===== config.mk =====
export PLATFORM = sky130hd
export DESIGN_NAME = noc_bridge_vc_scheduler
export DESIGN_NICKNAME = d
export VERILOG_FILES = /design/src/rtl/noc_bridge_narrow_wide_pkg.sv /design/src/rtl/noc_bridge_credit_counter.sv /design/src/rtl/noc_bridge_vc_scheduler.sv
export SDC_FILE = /design/constraint.sdc
export NUM_CORES = 1
export LEC_CHECK = 0
export CAP_MARGIN = 20
export CORE_MARGIN = 1.5
export CORE_UTILIZATION = 60
export DETAILED_ROUTE_END_ITERATION = 8
export GPL_TIMING_DRIVEN = 0
export PLACE_DENSITY = 0.87
export SLEW_MARGIN = 5
export SYNTH_ARGS = -nofsm -noshare
export SYNTH_HDL_FRONTEND = slang
export SYNTH_SLANG_ARGS = --single-unit

===== constraint.sdc =====
create_clock -name clk_i -period 6.15 [get_ports clk_i]
set_clock_uncertainty 0.2 [all_clocks]
set_input_delay 1.845 -clock clk_i [delete_from_list [all_inputs] [get_ports clk_i]]
set_output_delay 1.845 -clock clk_i [all_outputs]
set_load 0.02 [all_outputs]

===== src/rtl/noc_bridge_narrow_wide_pkg.sv =====
// rtl/noc_bridge_narrow_wide_pkg.sv - shared channel header, credit type and credit depths for the narrow/wide bridge
package noc_bridge_narrow_wide_pkg;

  // Channel header carried in bridge packets; value 3 is unused.
  typedef enum logic [1:0] {
    narrow_response = 2'd0,
    narrow_request  = 2'd1,
    wide_channel    = 2'd2
  } channel_hdr_e;

  typedef logic [7:0] bridge_credit_t;

  localparam int unsigned NumCred_NocBridgeNarrowReq = 20;
  localparam int unsigned NumCred_NocBridgeNarrowRsp = 20;
  localparam int unsigned NumCred_NocBridgeWide      = 20;

endpackage


===== src/rtl/noc_bridge_credit_counter.sv =====
// rtl/noc_bridge_credit_counter.sv - credit up/down counter with same-cycle net add/subtract
// Ports:
//   clk_i, rst_ni : clock, asynchronous active-low reset (loads InitVal)
//   inc_i         : amount added this cycle
//   dec_i         : amount subtracted this cycle
//   cnt_o         : current count
module noc_bridge_credit_counter
  import noc_bridge_narrow_wide_pkg::*;
#(
  parameter bridge_credit_t InitVal = '0,
  parameter bridge_credit_t MaxVal  = '0
) (
  input  logic           clk_i,
  input  logic           rst_ni,
  input  bridge_credit_t inc_i,
  input  bridge_credit_t dec_i,
  output bridge_credit_t cnt_o
);

  bridge_credit_t cnt_q, cnt_d;

  always_comb begin
    cnt_d = cnt_q + inc_i - dec_i;
  end

  always_ff @(posedge clk_i or negedge rst_ni) begin
    if (!rst_ni) begin
      cnt_q <= InitVal;
    end else begin
      cnt_q <= cnt_d;
    end
  end

  assign cnt_o = cnt_q;

  // An underflow wraps to a large value, so one upper-bound check covers both directions.
  always_ff @(posedge clk_i) begin
    if (rst_ni) begin
      assert (cnt_q <= MaxVal)
        else $error("credit counter %0d above limit %0d", cnt_q, MaxVal);
    end
  end

endmodule


===== src/rtl/noc_bridge_vc_scheduler.sv =====
// rtl/noc_bridge_vc_scheduler.sv - credit-based virtual channel scheduler for the narrow/wide bridge
// Ports:
//   clk_i, rst_ni       : clock, asynchronous active-low reset
//   chan_valid_i[3]     : per-channel flit pending (index = channel_hdr_e)
//   chan_ready_o[3]     : one-hot flit accept, handshake cycle only
//   slot_free_i[3]      : local RX slot freed, one credit owed to remote
//   rx_cred_*           : credits returned by the remote side
//   tx_valid_o/ready_i  : outgoing packet handshake
//   tx_data_hdr_o       : channel of the data flit
//   tx_data_validity_o  : packet carries a data flit
//   tx_credits_hdr_o/tx_credits_o : piggybacked credit return
module noc_bridge_vc_scheduler
  import noc_bridge_narrow_wide_pkg::*;
#(
  parameter int unsigned NumCredNarrowReq = NumCred_NocBridgeNarrowReq,
  parameter int unsigned NumCredNarrowRsp = NumCred_NocBridgeNarrowRsp,
  parameter int unsigned NumCredWide      = NumCred_NocBridgeWide
) (
  input  logic           clk_i,
  input  logic           rst_ni,
  input  logic [2:0]     chan_valid_i,
  output logic [2:0]     chan_ready_o,
  input  logic [2:0]     slot_free_i,
  input  logic           rx_cred_valid_i,
  input  logic [1:0]     rx_cred_hdr_i,
  input  bridge_credit_t rx_cred_i,
  output logic           tx_valid_o,
  input  logic           tx_ready_i,
  output logic [1:0]     tx_data_hdr_o,
  output logic           tx_data_validity_o,
  output logic [1:0]     tx_credits_hdr_o,
  output bridge_credit_t tx_credits_o
);

  typedef enum logic {st_idle, st_hold} state_e;

  state_e         state_q, state_d;
  logic [1:0]     ptr_q;
  bridge_credit_t tx_cred [3];
  bridge_credit_t ret_cnt [3];
  bridge_credit_t tx_inc [3];
  bridge_credit_t tx_dec [3];
  bridge_credit_t ret_inc [3];
  bridge_credit_t ret_dec [3];
  logic [2:0]     elig;

  logic           live_valid, live_dv;
  channel_hdr_e   live_dhdr, live_chdr;
  bridge_credit_t live_cred;

  logic           hold_dv_q;
  channel_hdr_e   hold_dhdr_q, hold_chdr_q;
  bridge_credit_t hold_cred_q;

  logic           sel_valid, sel_dv;
  channel_hdr_e   sel_dhdr, sel_chdr;
  bridge_credit_t sel_cred;
  logic           hs;

  // Live packet selection from the current counters.
  always_comb begin
    logic [1:0] idx;
    idx       = '0;
    live_dv   = 1'b0;
    live_dhdr = narrow_response;
    live_cred = '0;
    live_chdr = narrow_response;
    for (int c = 0; c < 3; c++) begin
      elig[c] = chan_valid_i[c] && (tx_cred[c] != '0);
    end
    // Round-robin scan starting at the priority pointer.
    for (int k = 0; k < 3; k++) begin
      idx = 2'((int'(ptr_q) + k) % 3);
      if (!live_dv && elig[idx]) begin
        live_dv   = 1'b1;
        live_dhdr = channel_hdr_e'(idx);
      end
    end
    // Strict compare keeps the lowest index on ties.
    for (int c = 0; c < 3; c++) begin
      if (ret_cnt[c] > live_cred) begin
        live_cred = ret_cnt[c];
        live_chdr = channel_hdr_e'(c);
      end
    end
    live_valid = live_dv || (live_cred != '0);
  end

  // FSM: state register.
  always_ff @(posedge clk_i or negedge rst_ni) begin
    if (!rst_ni) begin
      state_q <= st_idle;
    end else begin
      state_q <= state_d;
    end
  end

  // FSM: next state.
  always_comb begin
    state_d = state_q;
    case (state_q)
      st_idle: if (live_valid && !tx_ready_i) state_d = st_hold;
      st_hold: if (tx_ready_i) state_d = st_idle;
      default: state_d = st_idle;
    endcase
  end

  // FSM: outputs. HOLD replays the packet captured on entry.
  always_comb begin
    sel_valid = live_valid;
    sel_dv    = live_dv;
    sel_dhdr  = live_dhdr;
    sel_chdr  = live_chdr;
    sel_cred  = live_cred;
    if (state_q == st_hold) begin
      sel_valid = 1'b1;
      sel_dv    = hold_dv_q;
      sel_dhdr  = hold_dhdr_q;
      sel_chdr  = hold_chdr_q;
      sel_cred  = hold_cred_q;
    end
  end

  // Capture every idle cycle; the value on the cycle HOLD is entered is the one kept.
  always_ff @(posedge clk_i or negedge rst_ni) begin
    if (!rst_ni) begin
      hold_dv_q   <= 1'b0;
      hold_dhdr_q <= narrow_response;
      hold_chdr_q <= narrow_response;
      hold_cred_q <= '0;
    end else if (state_q == st_idle) begin
      hold_dv_q   <= live_dv;
      hold_dhdr_q <= live_dhdr;
      hold_chdr_q <= live_chdr;
      hold_cred_q <= live_cred;
    end
  end

  // Reset gates the outputs so a held packet vanishes immediately.
  assign hs                 = rst_ni && sel_valid && tx_ready_i;
  assign tx_valid_o         = rst_ni && sel_valid;
  assign tx_data_validity_o = rst_ni && sel_dv;
  assign tx_data_hdr_o      = rst_ni ? sel_dhdr : 2'd0;
  assign tx_credits_hdr_o   = rst_ni ? sel_chdr : 2'd0;
  assign tx_credits_o       = rst_ni ? sel_cred : '0;

  always_comb begin
    for (int c = 0; c < 3; c++) begin
      chan_ready_o[c] = hs && sel_dv && (sel_dhdr == channel_hdr_e'(c));
    end
  end

  always_ff @(posedge clk_i or negedge rst_ni) begin
    if (!rst_ni) begin
      ptr_q <= 2'd0;
    end else if (hs && sel_dv) begin
      ptr_q <= (sel_dhdr == wide_channel) ? 2'd0 : 2'(sel_dhdr + 2'd1);
    end
  end

  // Counter update terms; header 3 never matches a channel so it is dropped.
  always_comb begin
    for (int c = 0; c < 3; c++) begin
      tx_inc[c]  = (rx_cred_valid_i && (rx_cred_hdr_i == 2'(c))) ? rx_cred_i : '0;
      tx_dec[c]  = (hs && sel_dv && (sel_dhdr == channel_hdr_e'(c))) ? 8'd1 : 8'd0;
      ret_inc[c] = slot_free_i[c] ? 8'd1 : 8'd0;
      ret_dec[c] = (hs && (sel_chdr == channel_hdr_e'(c))) ? sel_cred : '0;
    end
  end

  for (genvar c = 0; c < 3; c++) begin : g_chan
    localparam bridge_credit_t NumCred = bridge_credit_t'((c == 0) ? NumCredNarrowRsp :
                                                          (c == 1) ? NumCredNarrowReq :
                                                                     NumCredWide);
    noc_bridge_credit_counter #(
      .InitVal(NumCred),
      .MaxVal (NumCred)
    ) u_tx_cred (
      .clk_i (clk_i),
      .rst_ni(rst_ni),
      .inc_i (tx_inc[c]),
      .dec_i (tx_dec[c]),
      .cnt_o (tx_cred[c])
    );
    noc_bridge_credit_counter #(
      .InitVal('0),
      .MaxVal (NumCred)
    ) u_ret_cnt (
      .clk_i (clk_i),
      .rst_ni(rst_ni),
      .inc_i (ret_inc[c]),
      .dec_i (ret_dec[c]),
      .cnt_o (ret_cnt[c])
    );
  end

endmodule


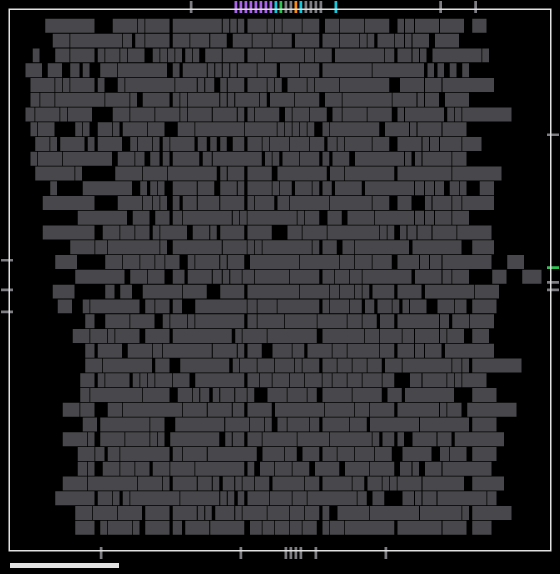
Figure 1: run 1, pin map.
The bar under the picture is 20 um long. Pins as bars across the die edge, other pins in gray.
Key: rx_cred_i = purple [pins 8, direction input, edge top]; chan_ready_o = cyan [pins 3, direction output, edge top]; tx_credits_hdr_o = green [pins 2, direction output, edge 1 right, 1 top]; rx_cred_valid_i = orange [pins 1, direction input, edge top]
port bufs: 36
Die Ht: 99.5 um
chip width: 99.5 um

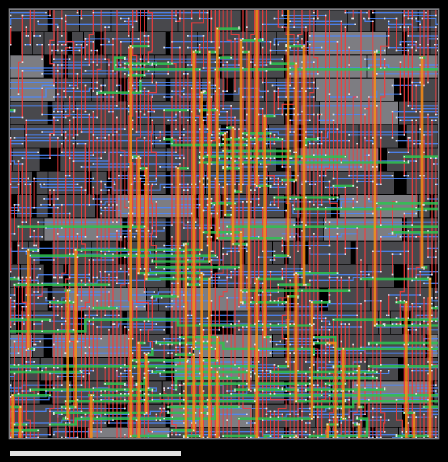
Figure 2: run 1, a small window of the routed layout.
The bar under the picture is 20 um long. Region (25, 45) to (75, 95) um. Cells in gray, sequential cells in the stronger gray; small squares are vias.
Key: metal 4 = orange; metal 2 = red; metal 3 = green; metal 1 = blue
Netlist names of flops here include g_chan.u_tx_cred.cnt_o (9), hold_chdr_q (2), hold_cred_q (2). Most frequent: inv_1 (41), nand2_1 (28), ha_1 (28). 234 logic cells have their middle in the window. Sequential cells in the window: 19.

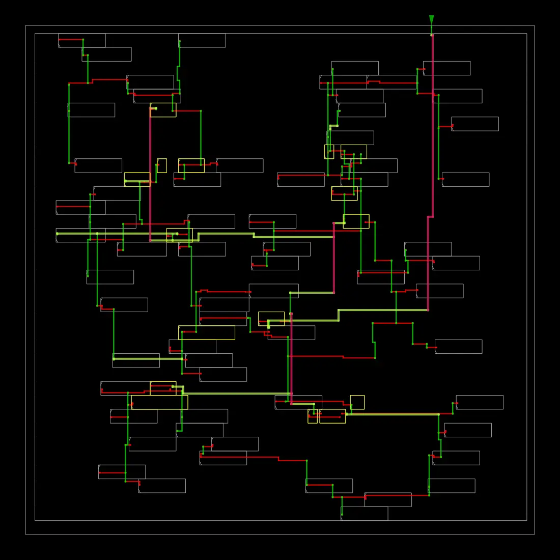
Figure 3: run 1, clock routing.
CTS buffer count: 9
registers: 64
clk_lat worst skew: 0.37 ns
Layout clock buffers: 10

[run 1: final timing paths]
| path | to | slack (ns) | from |
|---|---|---|---|
| max in group asynchronous | g_chan[0].u_ret_cnt.cnt_o[2] | 3.70 | rst_ni |
| worst max-delay path | tx_credits_o[7] | -0.38 | g_chan[0].u_ret_cnt.cnt_o[5] |
| min in group asynchronous | g_chan[2].u_ret_cnt.cnt_o[3] | 1.39 | rst_ni |
| worst min register to register | g_chan[2].u_tx_cred.cnt_o[0] | 0.32 | g_chan[2].u_tx_cred.cnt_o[0] |
| worst min-delay path | g_chan[2].u_tx_cred.cnt_o[0] | 0.32 | g_chan[2].u_tx_cred.cnt_o[0] |
| worst max register to register | g_chan[1].u_ret_cnt.cnt_o[7] | -0.11 | g_chan[0].u_ret_cnt.cnt_o[5] |
[run 1: sequential cells by signal, indices dropped and copies added, names as in the netlist]
| signal | cells |
|---|---|
| g_chan.u_ret_cnt.cnt_o | 24 |
| g_chan.u_tx_cred.cnt_o | 24 |
| hold_cred_q | 8 |
| hold_chdr_q | 2 |
| hold_dhdr_q | 2 |
| ptr_q | 2 |
| hold_dv_q | 1 |
| state_q | 1 |
[run 1: layout make-up]
class / count / share of cell area
well taps: 111 / 0.0195
flip-flops and latches: 64 / 0.226
clock buffers: 10 / 0.0193
repair buffers: 81 / 0.102
plain buffers: 8 / 0.00948
clock inverters: 6 / 0.0116
inverters: 110 / 0.0600
multi-input cells: 414 / 0.552
[run 1: cells in the mapped netlist (all sizes together), types with 12 or more instances]
master | instances | area, um^2
inv | 107 | 402
ha | 102 | 1280
dfrtp | 58 | 1450
nand2 | 53 | 201
a21oi | 42 | 229
xnor2 | 36 | 315
and2 | 20 | 125
o21ai | 20 | 138
o21bai | 16 | 120
a21o | 12 | 90.1
nor3 | 12 | 65.1
xor2 | 12 | 105
==> flow_summary.ini, run 1 <==
; yosys + openroad results
[synth]
ys_sh_xor = 0.0753
ys_cells = 597
syn-cell-area_um2 = 5590
synthesis.nets = 725
synthDistinctLibCells = 61
yosys.area_share.aoi = 0.156
ys_top_logic_family = adder cells
ys_ff = 64
synth_warnings = 0
mux_share = 0.0139
edf_count = 0
flop_cell = dfrtp_1
ys_area_um2 = 5590
avgSynthCellArea_um2 = 9.36
syn_inst = 597
synth-adder-area-share = 0.252
async_flop_share = 1.00

[setup_path]
crit_fanout = 6
cp_slowest_cell = dfrtp_1
worst_ep_required_time_ns = 4.11
crit_cells = 20
cp_common_cell = buf_6
reg2reg_depth = 30
worst-setup-path-type = flip-flop to output pin
cpPeakStageDelay_ns = 0.42
cp_num_buf_inv = 6
cp_top_family = simple AND/OR/NAND/NOR gates
crit_arrival_ns = 4.49

[grt]
track_usage = 0.303
grtUsageMet3 = 0.0506
antenna_found_initial = 0
grt_pass1_wl_um = 23400
top_usage_layer = met2
overflow = 0
grt_pass1_vias = 4926
grt.met2_usage = 0.517

[cts]
post-cts-setup-buffer-count = 18
cts_root_buf = clkbuf_8
tritoncts = built
cts.path.max_buffers = 2
cts.repair.resized = 63
clock-sinks = 64
clkTransAtPathRegs_ns = 0.07
ctsHoldBuffers = 0
htree_levels = 3

[placement]
dp.cells = 744
gp_congestion = 0.876
hpwlAfterDp_um = 9580
placed_cell_area_um2 = 6080

[floorplanning]
coreArea_um2 = 9150
fp_util = 0.610
dieArea_um2 = 9900
pin_count = 37
num_rows = 35

[detailed_routing]
viasPerCell = 6.46
avgRoutedWirePerCell_um = 23.6
met3_length_um = 1710
drc = 0
num_vias = 5193
drt_iter0_drc = 659
firstDrtPassIters = 6
wirelength_met1_um = 7070
top_layer = met4
totalWireLength_um = 18900
route.met2.wl_um = 8890

[layout]
fin_area_um2 = 7130
ff_latch_area_um2 = 1610
final_cell_mix = 107 x inv_1, 95 x ha_1, 55 x dfrtp_1
comb_area_um2 = 3930
antenna_cells = 0
final_util = 0.779
layout_top_cell = inv_1
area_delta_synth_final_pct = 27.6
drive_gt1_frac = 0.245
layoutNonFillerInstCount = 804

[sta]
worstMarginPinSlew_ns = 0.991
finalCritPeriodShare = 1.06
slew_viol_final = 0
final_hold_viol_count = 0
final.setup.tns_ns = -2.28
fmax_mhz = 153
relSlewSlack = 0.338
fin_crit_ns = 6.53
setup_viol = 12
hold_slack_ns = 0.322
worst_slack_ns = -0.382

[run_status]
violations = setup timing
status = finished, violations left

[job]
warnings = 29
drv_cap = 0

[hold_path]
hp-class = flip-flop to flip-flop
==> run 2, diff against run 1 <==
CTS_BUF_LIST = sky130_fd_sc_hd__clkbuf_8   (was not set)
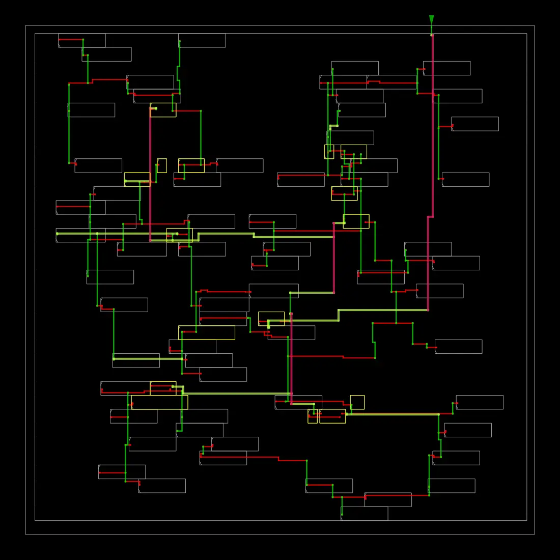
Figure 4: run 2, clock routing.
Clock Sinks: 64

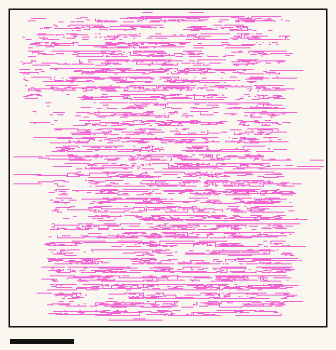
Figure 5: run 2, M1 wires.
The bar under the picture is 20 um long.
789 nets have wire on it. The layer carries 7080 um of wire.
wirelength, routed: 18900 um
total number of vias: 5193
GR Util met1: 0.370

==> run 2 against run 1 <==
Register-to-register slack barely moved. Critical path depth did not move. Final area did not move. Largest cell class unchanged. Clock-buffer cell count did not move. Fmax did not move. Core utilization did not move. Global-route usage did not move. Sequential share of layout area did not move. The flow still finishes with violations (setup timing). Synthesized cell count did not move.
==> flow_summary.ini, run 2 <==
; yosys + openroad results
[synth]
ys_area_um2 = 5590
yosysMostFrequentCell = inv_1
async_flop_share = 1.00
ys_top_cells_by_count = 107 x inv_1, 102 x ha_1, 58 x dfrtp_1, 52 x nand2_1, 39 x a21oi_1
flop_cell = dfrtp_1
ys_sh_xor = 0.0753
synthDistinctLibCells = 61
syn_inst = 597
synth_warnings = 0
edf_count = 0
mux_share = 0.0139
yosys-top-cells-area = dfrtp_1 26%, ha_1 23%, inv_1 7.2%
synth-adder-area-share = 0.252
yosysTopAreaCell = dfrtp_1
syn-cell-area_um2 = 5590
yosys.area_share.aoi = 0.156
ys_top_logic_family = adder cells
ys_cells = 597

[cts]
cts_root_buf = clkbuf_8
insertion_delay_ns = 0.37
htree_levels = 3
clkTransAtPathRegs_ns = 0.07
cts.repair.resized = 63
cts.path.max_buffers = 2
post-cts-setup-buffer-count = 18
numCtsBuffers = 9

[setup_path]
crit_arrival_ns = 4.49
crit_cells = 20
critPathLaunch = g_chan[0].u_ret_cnt.cnt_o[5]
r2r_setup_slack_ns = -0.11
crit_fanout = 6
cpPeakStageDelay_ns = 0.42
r2r_end = g_chan[1].u_ret_cnt.cnt_o[7]
worst_ep_required_time_ns = 4.11
endpoint = tx_credits_o[7]
cp_num_buf_inv = 6
cp_top_family = simple AND/OR/NAND/NOR gates
worst-setup-path-type = flip-flop to output pin
reg2reg_depth = 30

[hold_path]
hold-path-endpoint = g_chan[2].u_tx_cred.cnt_o[0]
hp-start = g_chan[2].u_tx_cred.cnt_o[0]

[grt]
grt_pass1_vias = 4926
antenna_found_initial = 0
grt_pass1_wl_um = 23400
overflow = 0
track_usage = 0.303

[placement]
io_buffers = 36
gp_congestion = 0.876
dp.cells = 744

[sta]
fmax_mhz = 153
final_hold_viol_count = 0
hold_slack_ns = 0.322
worst_slack_ns = -0.382
slew_viol_final = 0
setup_viol = 12
finalCritPeriodShare = 1.06
fin_crit_ns = 6.53
relSlewSlack = 0.338
worstMarginPinSlew_ns = 0.991

[floorplanning]
die_w_um = 99.5
dieArea_um2 = 9900
pin_count = 37
num_rows = 35
fp_util = 0.610
coreArea_um2 = 9150
die_h_um = 99.5

[layout]
antenna_cells = 0
final_cell_mix = 107 x inv_1, 95 x ha_1, 55 x dfrtp_1
layout_top_cell = inv_1
layoutNonFillerInstCount = 804
final_nets = 816
area_delta_synth_final_pct = 27.6

[detailed_routing]
ant_nets = 0
firstDrtPassIters = 6
drt_iter0_drc = 659

[job]
drv_cap = 0
warnings = 29

[run_status]
violations = setup timing
status = finished, violations left
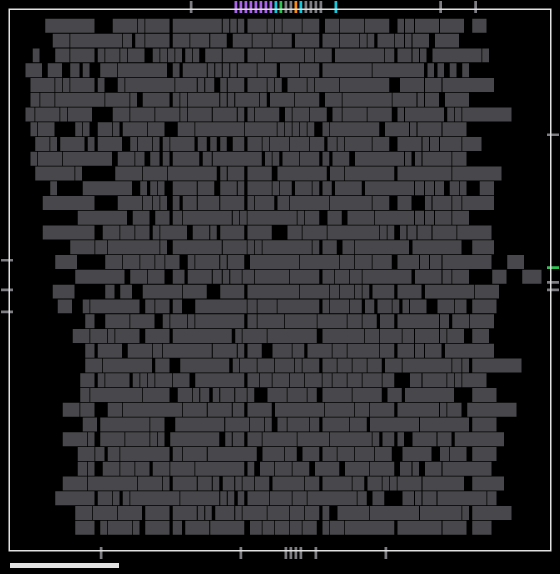
Figure 6: run 2, pin map.
The bar under the picture is 20 um long. Pins as bars across the die edge, other pins in gray.
Key: rx_cred_valid_i = orange [pins 1, direction input, edge top]; chan_ready_o = cyan [pins 3, direction output, edge top]; tx_credits_hdr_o = green [pins 2, direction output, edge 1 right, 1 top]; rx_cred_i = purple [pins 8, direction input, edge top]

-- run 2: cell counts after synthesis --
No cell type changed its count.
-- run 2: metal layers --
| metal | global-route usage | part of all wire | wire (um) | vias to the layer above |
|---|---|---|---|---|
| met5 | 0 | 0 | 0 | - |
| met4 | 0.153 | 0.067 | 1270 | 0 |
| met3 | 0.0506 | 0.090 | 1710 | 135 |
| met2 | 0.517 | 0.47 | 8890 | 386 |
| met1 | 0.370 | 0.37 | 7070 | 2484 |
| li1 | - | - | - | 2188 |
-- run 2: kinds of logic after synthesis --
| family | after synthesis |
|---|---|
| adder cells (fa/ha/maj) | 109 |
| AND-OR/OR-AND | 117 |
| flip-flops | 64 |
| multiplexers | 7 |
| AND/OR/NAND/NOR | 133 |
| buffers and inverters | 119 |
| XOR/XNOR | 48 |
-- run 2: worst register-to-register path, delay by kind of cell (launching register included) --
kind / cells / cell delay (ns)
adder cells (fa/ha/maj): 4 / 1.09
multiplexers: 1 / 0.12
XOR/XNOR: 2 / 0.40
flip-flops: 1 / 0.42
AND-OR/OR-AND: 11 / 2.04
buffers and inverters: 7 / 0.97
AND/OR/NAND/NOR: 5 / 0.95
-- run 2: layout make-up --
cell class,count,area [um^2]
multi-input cells,414,3930
flip-flops and latches,64,1610
well taps,111,139
fillers,455,2020
clock buffers,10,138
repair buffers,81,727
inverters,110,428
plain buffers,8,67.6
clock inverters,6,82.6
-- run 2: metrics by stage --
step | util | TNS, ns | area [um^2]
5_1_grt | 0.779 | -3.42 | 7130
4_1_cts | 0.717 | -0.0233 | 6570
3_5_place_dp | 0.665 | -3.49 | 6080
3_3_place_gp | 0.665 | -69.90 | 6080
2_1_floorplan | - | 0 | 5590
6_report | 0.779 | -2.28 | 7130
Figure 7. A small window of the routed layout (run 2).
The bar under the picture is 20 um long. Region (25, 45) to (75, 95) um. Cells in gray, sequential cells in the stronger gray; small squares are vias.
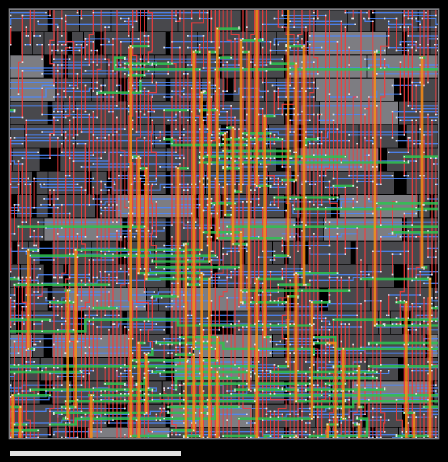

==> run 3, diff against run 2 <==
PLACE_DENSITY = 0.82   (was 0.87)
SKIP_LAST_GASP = 1   (was not set)
clock period = 6.7 ns   (was 6.15 ns; I/O delays follow)
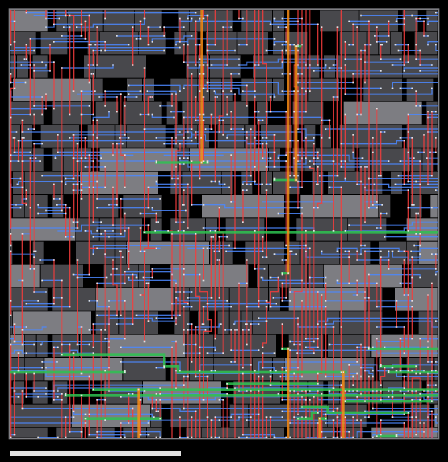
Figure 8: run 3, a small window of the routed layout.
The bar under the picture is 20 um long. Region (25, 45) to (75, 95) um. Cells in gray, sequential cells in the stronger gray; small squares are vias.

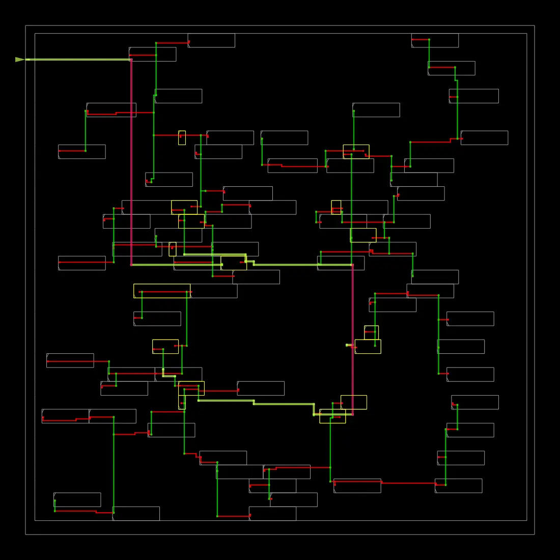
Figure 9: run 3, clock routing.
clk_lat worst skew: 0.34 ns

==> run 3 against run 2 <==
The flow now finishes without violations. Worst hold slack better by 0.010 ns. Global-route usage down 4.2 points. Via count down 17%. Critical endpoint is now chan_ready_o[2]. Area after synthesis unchanged. Critical path type is now primary input to output pin.
==> flow_summary.ini, run 3 <==
; yosys + openroad results
[sta]
setup_viol = 0
fin_crit_ns = 6.62
slew_viol_final = 0
relSlewSlack = 0.420
worstMarginPinSlew_ns = 0.870
final_hold_viol_count = 0
fmax_mhz = 151
finalCritPeriodShare = 0.988

[synth]
syn_inst = 597
ys_area_um2 = 5590
ys_sh_xor = 0.0753
synth-adder-area-share = 0.252
synth_warnings = 0
flop_cell = dfrtp_1
synthDistinctLibCells = 61
yosys-top-cells-area = dfrtp_1 26%, ha_1 23%, inv_1 7.2%
async_flop_share = 1.00
ys_top_logic_family = adder cells
ys_cells = 597
yosysTopAreaCell = dfrtp_1
yosys.area_share.aoi = 0.156
yosysMostFrequentCell = inv_1
ys_top_cells_by_count = 107 x inv_1, 102 x ha_1, 58 x dfrtp_1, 52 x nand2_1, 39 x a21oi_1
mux_share = 0.0139
syn-cell-area_um2 = 5590
edf_count = 0
ys_ff = 64
yosysSeqAreaShare = 0.288

[detailed_routing]
drc = 0
totalWireLength_um = 12300
num_vias = 4322
avgRoutedWirePerCell_um = 15.8
drt_iter0_drc = 183
ant_nets = 0
viasPerCell = 5.56
firstDrtPassIters = 4

[floorplanning]
die_w_um = 99.5
fp_util = 0.610
num_rows = 35
dieArea_um2 = 9900
pin_count = 37
die_h_um = 99.5
coreArea_um2 = 9150

[placement]
placed_cell_area_um2 = 6080
gp_congestion = 0.876
dp.cells = 744
io_buffers = 36

[layout]
layout_top_cell = inv_1
ff_latch_area_um2 = 1610
fin_area_um2 = 6500
final_nets = 789
final_cell_mix = 110 x inv_1, 102 x ha_1, 57 x dfrtp_1
layoutNonFillerInstCount = 777
area_delta_synth_final_pct = 16.3
drive_gt1_frac = 0.135
comb_area_um2 = 3580
num-fill-cells = 648
antenna_cells = 0

[setup_path]
cpPeakStageDelay_ns = 0.66
cp_common_cell = clkdlybuf4s50_1
critPathLaunch = chan_valid_i[2]
worstReg2RegStart = g_chan[0].u_ret_cnt.cnt_o[1]
crit_arrival_ns = 4.41
cp_num_buf_inv = 3
worst-setup-path-type = primary input to output pin
worst_ep_required_time_ns = 4.49
crit_fanout = 6
cp_top_family = buffers and inverters

[grt]
grt_pass1_wl_um = 20400
track_usage = 0.260
grt_max_degree = 69
grt_pass1_vias = 4433
antenna_found_initial = 0
overflow = 0

[job]
warnings = 29
drv_cap = 0

[cts]
ctsHoldBuffers = 0
htree_levels = 3
clkTransAtPathRegs_ns = 0.08
numCtsBuffers = 9
cts.path.max_buffers = 2
cts_root_buf = clkbuf_8
clock-sinks = 64

[hold_path]
hp-start = hold_cred_q[3]

[run_status]
status = finished, final reports clean
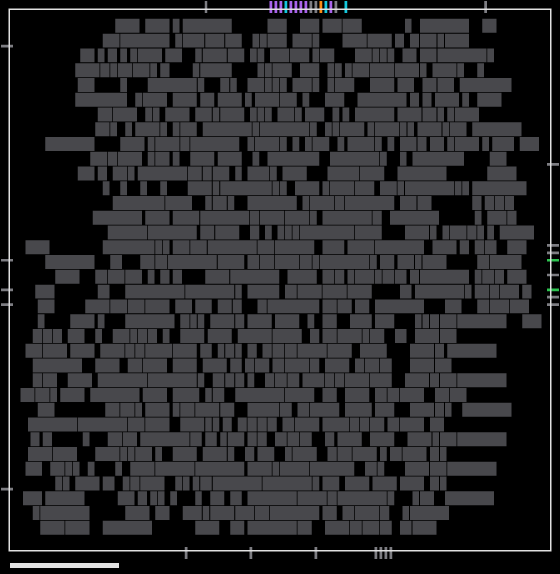
Figure 10: run 3, pin map.
The bar under the picture is 20 um long. Pins as bars across the die edge, other pins in gray.
Key: rx_cred_i = purple [pins 8, direction input, edge top]; chan_ready_o = cyan [pins 3, direction output, edge top]; rx_cred_valid_i = orange [pins 1, direction input, edge top]; tx_credits_hdr_o = green [pins 2, direction output, edge right]
All pins by edge: 17 top, 8 right, 7 bottom, 5 left.

## run 3: netlist changes by cell type in the layout (fill, tap and decap cells not counted), moves of 7 or more
cell / delta
ha_1: +7
and2_1: +8
nand3_1: +7
and2_4: -8
buf_4: -26
ha_4: -7
nor3_1: +7
buf_6: -8
a31oi_4: -7
## run 3: repair_timing
item                       CTS  global route
setup endpoints to repair   12            12
gates resized               17            21
buffers inserted             0            17
pin swaps                    0             6
## run 3: routing by layer
layer	track usage	vias to the layer above	wire, um
li1	-	2145	-
met1	0.360	2061	5670
met2	0.425	95	5870
met3	0.0281	21	488
met4	0.0943	0	279
met5	0	-	0
## run 3: worst paths after layout
check / to / cells past startpoint / slack [ns]
setup / recovery: chan_ready_o[2] / 9 / 0.08
min in group asynchronous: g_chan[0].u_tx_cred.cnt_o[5] / 1 / 1.56
setup reg to reg: g_chan[1].u_ret_cnt.cnt_o[7] / 26 / 0.62
hold reg to reg: hold_cred_q[3] / 1 / 0.33
hold / removal: hold_cred_q[3] / 1 / 0.33
max in group asynchronous: g_chan[0].u_ret_cnt.cnt_o[7] / 1 / 4.10
## run 3: metrics by stage
step	hold slack, ns	utilization	TNS (ns)	setup slack (ns)
3_3_place_gp	0.296	0.665	-51.87	-1.96
4_1_cts	0.293	0.690	-0.519	-0.178
5_1_grt	0.352	0.710	-0.516	-0.171
3_5_place_dp	0.313	0.665	-0.658	-0.380
6_report	0.332	0.710	0	0.0790
2_1_floorplan	0.270	-	0	0.961
## run 3: final cells by class
| type | instances | share of cell area |
|---|---|---|
| inverters | 110 | 0.0659 |
| clock buffers | 10 | 0.0212 |
| clock inverters | 6 | 0.00828 |
| plain buffers | 9 | 0.0100 |
| multi-input cells | 414 | 0.551 |
| well taps | 111 | 0.0214 |
| flip-flops and latches | 64 | 0.248 |
| repair buffers | 53 | 0.0743 |

## Gallery

Sequential cells grouped by signal name.
The bar under the picture is 20 um long.
shot_01.png
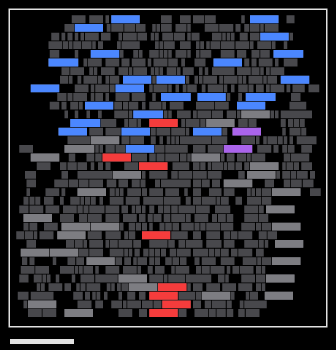
shot_02.png
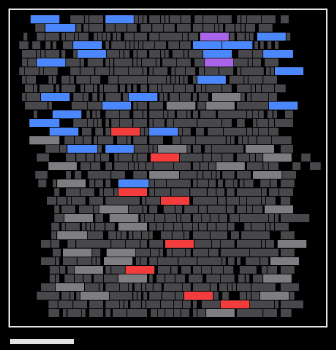
run 2: shot_02.png
run 3: shot_01.png

Key to shot_01.png:
Key: g_chan.u_tx_cred.cnt_o = blue [sequential cells 24]; ptr_q = purple [sequential cells 2]; hold_cred_q = red [sequential cells 8]

